$ cat src/rtl/cnt_pkg.sv
`default_nettype none
// ============================================================================
// Module  : cnt_pkg
// Purpose : Shared types and constants for the prescaled step counter slice.
//           Holds the bound-handling mode enum, the direction encodings and a
//           helper that folds the reserved mode encoding onto saturate.
// Ports   : none (package)
// Revision: 1.0 - initial release
// ============================================================================
package cnt_pkg;

    typedef enum logic [1:0] {
        CNT_WRAP    = 2'd0,
        CNT_SAT     = 2'd1,
        CNT_ONESHOT = 2'd2
    } cnt_mode_e;

    localparam logic CNT_DIR_UP   = 1'b0;
    localparam logic CNT_DIR_DOWN = 1'b1;

    // Encoding 3 is reserved and treated as saturate.
    function automatic cnt_mode_e decode_mode(input logic [1:0] m);
        cnt_mode_e r;
        case (m)
            2'd0:    r = CNT_WRAP;
            2'd2:    r = CNT_ONESHOT;
            default: r = CNT_SAT;
        endcase
        return r;
    endfunction

endpackage
`default_nettype wire

$ cat src/rtl/step_prescaler.sv
`default_nettype none
// ============================================================================
// Module  : step_prescaler
// Purpose : Programmable step qualifier. Emits a one-cycle strobe every
//           (div_i+1) enabled cycles. The count holds while en_i is low.
// Ports   : clk_i    - clock, rising edge
//           rst_ni   - asynchronous active-low reset
//           en_i     - advance enable
//           clr_i    - synchronous clear of the phase counter (wins over en_i)
//           div_i    - divisor minus one
//           strobe_o - combinational strobe, high in the qualifying cycle
// Revision: 1.0 - initial release
// ============================================================================
module step_prescaler #(
    parameter int PRESC_W = 16
) (
    input  logic               clk_i,
    input  logic               rst_ni,
    input  logic               en_i,
    input  logic               clr_i,
    input  logic [PRESC_W-1:0] div_i,
    output logic               strobe_o
);

    logic [PRESC_W-1:0] r_pc;
    logic               w_term;

    // Greater-or-equal so that lowering div_i below the current phase
    // terminates immediately instead of running round the full range.
    assign w_term   = (r_pc >= div_i);
    assign strobe_o = en_i && !clr_i && w_term;

    always_ff @(posedge clk_i or negedge rst_ni) begin
        if (!rst_ni) begin
            r_pc <= '0;
        end else if (clr_i) begin
            r_pc <= '0;
        end else if (en_i) begin
            r_pc <= w_term ? '0 : r_pc + 1'b1;
        end
    end

endmodule
`default_nettype wire

$ cat src/rtl/prescaled_step_counter.sv
`default_nettype none
// ============================================================================
// Module  : prescaled_step_counter
// Purpose : Bounded up/down step counter gated by a programmable prescaler.
//           Bound handling: wrap, saturate or one-shot. Synchronous
//           clear/load, single-cycle tick/bound pulses, sticky done level.
// Ports   : clk_i, rst_ni           - clock / async active-low reset
//           clear_i, load_i         - sync clear (priority) and load
//           load_val_i              - load value, clamped unless cfg error
//           en_i, dir_i             - count enable, direction (0 up, 1 down)
//           step_i, prescale_i      - step size, prescale divisor minus one
//           lower_i, upper_i        - inclusive bounds
//           mode_i                  - cnt_mode_e (3 acts as saturate)
//           count_o                 - registered count
//           tick_o, bound_o         - registered step / bound event pulses
//           done_o                  - one-shot finished (sticky)
//           cfg_err_o               - combinational lower_i > upper_i
// Revision: 1.0 - initial release
// ============================================================================
module prescaled_step_counter
    import cnt_pkg::*;
#(
    parameter int WIDTH   = 16,
    parameter int PRESC_W = 16
) (
    input  logic               clk_i,
    input  logic               rst_ni,
    input  logic               clear_i,
    input  logic               load_i,
    input  logic [WIDTH-1:0]   load_val_i,
    input  logic               en_i,
    input  logic               dir_i,
    input  logic [WIDTH-1:0]   step_i,
    input  logic [PRESC_W-1:0] prescale_i,
    input  logic [WIDTH-1:0]   lower_i,
    input  logic [WIDTH-1:0]   upper_i,
    input  logic [1:0]         mode_i,
    output logic [WIDTH-1:0]   count_o,
    output logic               tick_o,
    output logic               bound_o,
    output logic               done_o,
    output logic               cfg_err_o
);

    logic [WIDTH-1:0] r_count;
    logic             r_tick;
    logic             r_bound;
    logic             r_done;

    logic             w_cfg_err;
    logic             w_strobe;
    logic             w_down;
    cnt_mode_e        w_mode;

    logic [WIDTH:0]   w_cnt_x;
    logic [WIDTH:0]   w_lo_x;
    logic [WIDTH:0]   w_up_x;
    logic [WIDTH:0]   w_step_x;
    logic [WIDTH:0]   w_sum_x;
    logic [WIDTH-1:0] w_diff;
    logic [WIDTH-1:0] w_nxt;
    logic [WIDTH-1:0] w_term;
    logic [WIDTH-1:0] w_other;
    logic             w_cross;
    logic             w_hit;
    logic             w_above;
    logic             w_below;

    logic [WIDTH-1:0] w_step_cnt;
    logic             w_step_bound;
    logic             w_step_done;
    logic [WIDTH-1:0] w_load_cnt;
    logic [WIDTH-1:0] w_clear_cnt;

    assign w_cfg_err = (lower_i > upper_i);
    assign w_down    = (dir_i == CNT_DIR_DOWN);
    assign w_mode    = decode_mode(mode_i);

    step_prescaler #(
        .PRESC_W (PRESC_W)
    ) u_presc (
        .clk_i    (clk_i),
        .rst_ni   (rst_ni),
        .en_i     (en_i && !r_done && !w_cfg_err),
        .clr_i    (clear_i || load_i),
        .div_i    (prescale_i),
        .strobe_o (w_strobe)
    );

    // One extra bit of headroom keeps overflow/underflow from aliasing back
    // into the legal range before the bound comparison.
    assign w_cnt_x  = {1'b0, r_count};
    assign w_lo_x   = {1'b0, lower_i};
    assign w_up_x   = {1'b0, upper_i};
    assign w_step_x = {1'b0, step_i};
    assign w_sum_x  = w_cnt_x + w_step_x;
    assign w_diff   = r_count - step_i;

    assign w_nxt    = w_down ? w_diff  : w_sum_x[WIDTH-1:0];
    assign w_term   = w_down ? lower_i : upper_i;
    assign w_other  = w_down ? upper_i : lower_i;
    assign w_cross  = w_down ? (w_cnt_x < (w_lo_x + w_step_x))
                             : (w_sum_x > w_up_x);
    assign w_hit    = !w_cross && (w_nxt == w_term);

    assign w_above  = (r_count > upper_i);
    assign w_below  = (r_count < lower_i);

    // Result of a qualified step.
    always_comb begin
        w_step_cnt   = r_count;
        w_step_bound = 1'b0;
        w_step_done  = 1'b0;
        if (w_above || w_below) begin
            // Bounds moved under the count: snap back inside first.
            w_step_cnt   = w_above ? upper_i : lower_i;
            w_step_bound = 1'b1;
        end else if (w_mode == CNT_WRAP) begin
            // Exact landing on a bound is not a wrap; the next step wraps.
            if (w_cross) begin
                w_step_cnt   = w_other;
                w_step_bound = 1'b1;
            end else begin
                w_step_cnt   = w_nxt;
            end
        end else begin
            if (w_cross || w_hit) begin
                w_step_cnt = w_term;
                if (w_mode == CNT_ONESHOT) begin
                    w_step_bound = 1'b1;
                    w_step_done  = 1'b1;
                end else begin
                    // Saturated and already parked: hold without a new event.
                    w_step_bound = (r_count != w_term);
                end
            end else begin
                w_step_cnt = w_nxt;
            end
        end
    end

    // With inverted bounds there is no legal range to clamp into.
    always_comb begin
        w_load_cnt = load_val_i;
        if (!w_cfg_err) begin
            if (load_val_i < lower_i) begin
                w_load_cnt = lower_i;
            end else if (load_val_i > upper_i) begin
                w_load_cnt = upper_i;
            end
        end
    end

    assign w_clear_cnt = w_down ? upper_i : lower_i;

    always_ff @(posedge clk_i or negedge rst_ni) begin
        if (!rst_ni) begin
            r_count <= '0;
            r_tick  <= 1'b0;
            r_bound <= 1'b0;
            r_done  <= 1'b0;
        end else begin
            r_tick  <= 1'b0;
            r_bound <= 1'b0;
            if (clear_i) begin
                r_count <= w_clear_cnt;
                r_done  <= 1'b0;
            end else if (load_i) begin
                r_count <= w_load_cnt;
                r_done  <= 1'b0;
            end else if (w_strobe) begin
                r_count <= w_step_cnt;
                r_tick  <= 1'b1;
                r_bound <= w_step_bound;
                if (w_step_done) begin
                    r_done <= 1'b1;
                end
            end
        end
    end

    assign count_o   = r_count;
    assign tick_o    = r_tick;
    assign bound_o   = r_bound;
    assign done_o    = r_done;
    assign cfg_err_o = w_cfg_err;

endmodule
`default_nettype wire

$ cat config.mk
export PLATFORM = sky130hd
export DESIGN_NAME = prescaled_step_counter
export DESIGN_NICKNAME = d
export VERILOG_FILES = /design/src/rtl/cnt_pkg.sv /design/src/rtl/step_prescaler.sv /design/src/rtl/prescaled_step_counter.sv
export SDC_FILE = /design/constraint.sdc
export NUM_CORES = 1
export LEC_CHECK = 0
export CORE_ASPECT_RATIO = 1.1
export CORE_MARGIN = 5
export CORE_UTILIZATION = 40
export CTS_BUF_LIST = sky130_fd_sc_hd__clkbuf_16
export DETAILED_ROUTE_END_ITERATION = 10
export SLEW_MARGIN = 20
export SYNTH_ARGS = -nofsm -noshare
export SYNTH_HDL_FRONTEND = slang
export SYNTH_SLANG_ARGS = --single-unit
$ cat constraint.sdc
create_clock -name clk_i -period 7.85 [get_ports clk_i]
set_input_delay 1.57 -clock clk_i [delete_from_list [all_inputs] [get_ports clk_i]]
set_output_delay 1.57 -clock clk_i [all_outputs]
set_load 0.1 [all_outputs]
**Cell classes on the final placement**

Bar = 50 um.
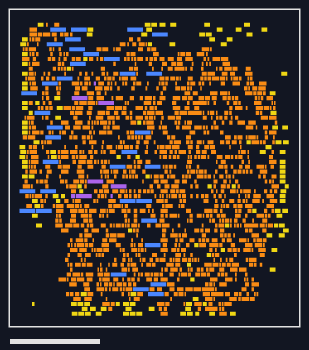
legend:
  remaining logic cells:
    color: orange
    cells: 1241
    share_of_their_area: 79%
  registers:
    color: blue
    cells: 35
    share_of_their_area: 7.9%
  clock drivers and dummy loads:
    color: purple
    cells: 8
    share_of_their_area: 1.3%
  remaining buffers and delay cells:
    color: yellow
    cells: 134
    share_of_their_area: 11%

**Logic cells by family**

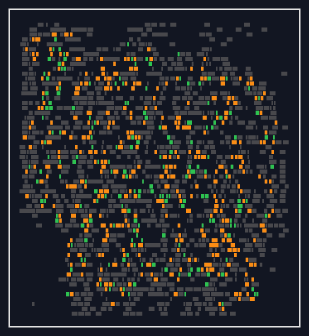
legend:
  nand cells:
    color: green
    cells: 178
    where: spread over the die
  aoi and oai cells:
    color: orange
    cells: 336
    where: spread over the die

**Clock distribution**

Bar = 50 um.
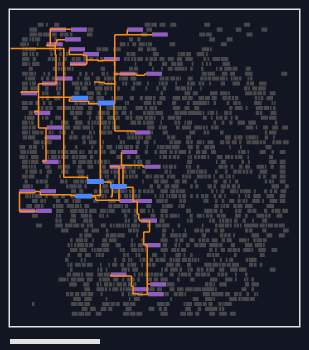
legend:
  flip-flops:
    color: purple
    count: 35
  clock wires:
    color: orange
    length: 792 um
  clock-net drivers:
    color: blue
    count: 5
routed clock nets: 6

==> flow_results.xml <==
<?xml version="1.0" encoding="UTF-8"?>
<metrics>
  <group name="clock_network">
    <metric name="clockRootBuffer" unit="">sky130_fd_sc_hd__clkbuf_16</metric>
    <metric name="cts-buffers-inserted" unit="">5</metric>
    <metric name="post_cts_repair_setup_buffers" unit="">0</metric>
    <metric name="worstSkewPairLatency" unit="ps">290</metric>
    <metric name="cts.sinks" unit="">35</metric>
    <metric name="ctsResizeCount" unit="">0</metric>
  </group>
  <group name="finish">
    <metric name="finish.instance_area" unit="um^2">11400</metric>
    <metric name="number_of_diodes_added_for_antenna_fixing" unit="">0</metric>
    <metric name="lay_top_cells" unit="">sky130_fd_sc_hd__ha_1 (173), sky130_fd_sc_hd__a21oi_1 (106), sky130_fd_sc_hd__clkdlybuf4s50_1 (104)</metric>
    <metric name="area_growth" unit="%">15.0</metric>
    <metric name="drive_gt1_share" unit="%">5.01</metric>
    <metric name="layout_top_cell_excl_fill_tap" unit="">sky130_fd_sc_hd__ha_1</metric>
  </group>
  <group name="routing">
    <metric name="route.vias.total" unit="">10800</metric>
    <metric name="wirelength" unit="mm">37.5</metric>
  </group>
  <group name="floorplan">
    <metric name="core.rowCount" unit="">60</metric>
    <metric name="floorplan.io_pins" unit="">108</metric>
    <metric name="die_h" unit="um">175</metric>
    <metric name="chip_area" unit="um^2">28100</metric>
  </group>
  <group name="outcome">
    <metric name="outcome" unit="">complete, no violations</metric>
  </group>
  <group name="placement">
    <metric name="gp_routability_congestion" unit="">0.935</metric>
    <metric name="placedInstanceArea" unit="um^2">11300</metric>
  </group>
  <group name="worst_setup_path">
    <metric name="startpoint_type" unit="">primary input</metric>
    <metric name="critical_path_class" unit="">in2reg</metric>
    <metric name="worstRegToRegCells" unit="">18</metric>
    <metric name="critical_path.max_fanout" unit="">31</metric>
  </group>
  <group name="power_and_ir_drop">
    <metric name="clkPwrFrac" unit="%">10.0</metric>
    <metric name="switchingPower" unit="mW">1.15</metric>
  </group>
  <group name="logic_synthesis">
    <metric name="postSynthNetCount" unit="">1613</metric>
    <metric name="synth.cell_area" unit="um^2">9950</metric>
    <metric name="synth_sequential_area_ratio" unit="%">8.80</metric>
    <metric name="synth.ff_latch_count" unit="">35</metric>
    <metric name="netlist_top_cells_count" unit="">sky130_fd_sc_hd__ha_1 (173), sky130_fd_sc_hd__a21oi_1 (108), sky130_fd_sc_hd__o21ai_0 (96), sky130_fd_sc_hd__nor2_1 (93), sky130_fd_sc_hd__inv_1 (91)</metric>
    <metric name="yosysUniqueCellTypes" unit="">82</metric>
  </group>
  <group name="final_timing">
    <metric name="finalCriticalPeriod" unit="ps">7120</metric>
    <metric name="final_tally_of_setup_violations" unit="">0</metric>
    <metric name="finalMaxSlewViolations" unit="">0</metric>
    <metric name="worst_pin_slew" unit="ps">1090</metric>
  </group>
  <group name="global_routing">
    <metric name="grt_overflow" unit="">0</metric>
  </group>
</metrics>
[logic make-up after synthesis]
logic type | synth area share (%)
mux | 5.39
fa+ha+maj | 22.4
compound gates | 27.5
xor+xnor | 7.39
buf+inv | 6.68
flops | 8.80
simple gates | 21.9
[final cells by class]
cell class | count | area (um^2)
Clock buffer | 5 | 125
Clock inverter | 3 | 15.0
Fill cell | 2538 | 13000
Inverter | 93 | 349
Multi-Input combinational cell | 1148 | 8420
Sequential cell | 35 | 876
Tap cell | 310 | 388
Timing Repair Buffer | 134 | 1260
[registers in the layout (all words and copies together), names as in the netlist]
register      cells
bound_o           1
count_o          16
done_o            1
tick_o            1
u_presc.r_pc     16
[worst max-delay path: stages]
cell	delay, ps
sky130_fd_sc_hd__clkdlybuf4s50_1	610
sky130_fd_sc_hd__ha_1	280
sky130_fd_sc_hd__a21o_1	170
sky130_fd_sc_hd__a21oi_1	240
sky130_fd_sc_hd__o21bai_1	100
sky130_fd_sc_hd__a21oi_1	250
sky130_fd_sc_hd__o21ba_2	180
sky130_fd_sc_hd__o21ai_0	180
sky130_fd_sc_hd__o41a_1	390
sky130_fd_sc_hd__a21oi_1	200
sky130_fd_sc_hd__o21ai_0	120
sky130_fd_sc_hd__a21oi_1	180
sky130_fd_sc_hd__xor2_1	170
sky130_fd_sc_hd__ha_1	190
sky130_fd_sc_hd__nor2_1	50
sky130_fd_sc_hd__a2111oi_0	470
sky130_fd_sc_hd__and3_1	240
sky130_fd_sc_hd__a22oi_1	80
sky130_fd_sc_hd__o21ba_2	320
sky130_fd_sc_hd__or2_2	530
sky130_fd_sc_hd__a21oi_1	160
sky130_fd_sc_hd__o221ai_1	190
sky130_fd_sc_hd__o21ai_0	110
sky130_fd_sc_hd__a221o_1	320
[worst paths after layout]
| check | start | end | slack (ps) |
|---|---|---|---|
| max in group asynchronous | rst_ni | count_o[6] | 5820 |
| min in group asynchronous | rst_ni | u_presc.r_pc[2] | 1430 |
| hold reg to reg | u_presc.r_pc[14] | u_presc.r_pc[14] | 540 |
| hold / removal | u_presc.r_pc[14] | u_presc.r_pc[14] | 540 |
| setup reg to reg | count_o[0] | count_o[15] | 2090 |
| setup / recovery | step_i[1] | count_o[15] | 730 |
[routing by layer]
| layer | vias to the layer above | global-route usage (%) | wire (um) |
|---|---|---|---|
| met3 | 73 | 2.37 | 2210 |
| met5 | - | 0 | 0 |
| li1 | 5171 | - | - |
| met4 | 0 | 9.93 | 1500 |
| met2 | 433 | 43.9 | 17500 |
| met1 | 5074 | 33.3 | 16300 |
[through the flow]
step,total power [mW],cells,util (%)
after floorplan,1.38,1349,-
after global placement,1.83,1720,46.2
after detailed placement,1.84,1720,46.2
after CTS,2.06,1728,46.7
after global routing,2.23,1728,46.7
final,2.08,1728,46.7
[power by group through the flow]
stage,Clock (mW),Sequential [mW],Combinational (mW)
floorplan,0,0.361,1.02
global placement,0,0.266,1.57
detailed placement,0,0.266,1.58
CTS,0.209,0.262,1.59
global route,0.215,0.266,1.75
finish,0.208,0.265,1.61
Power and IR drop assume default switching activity.
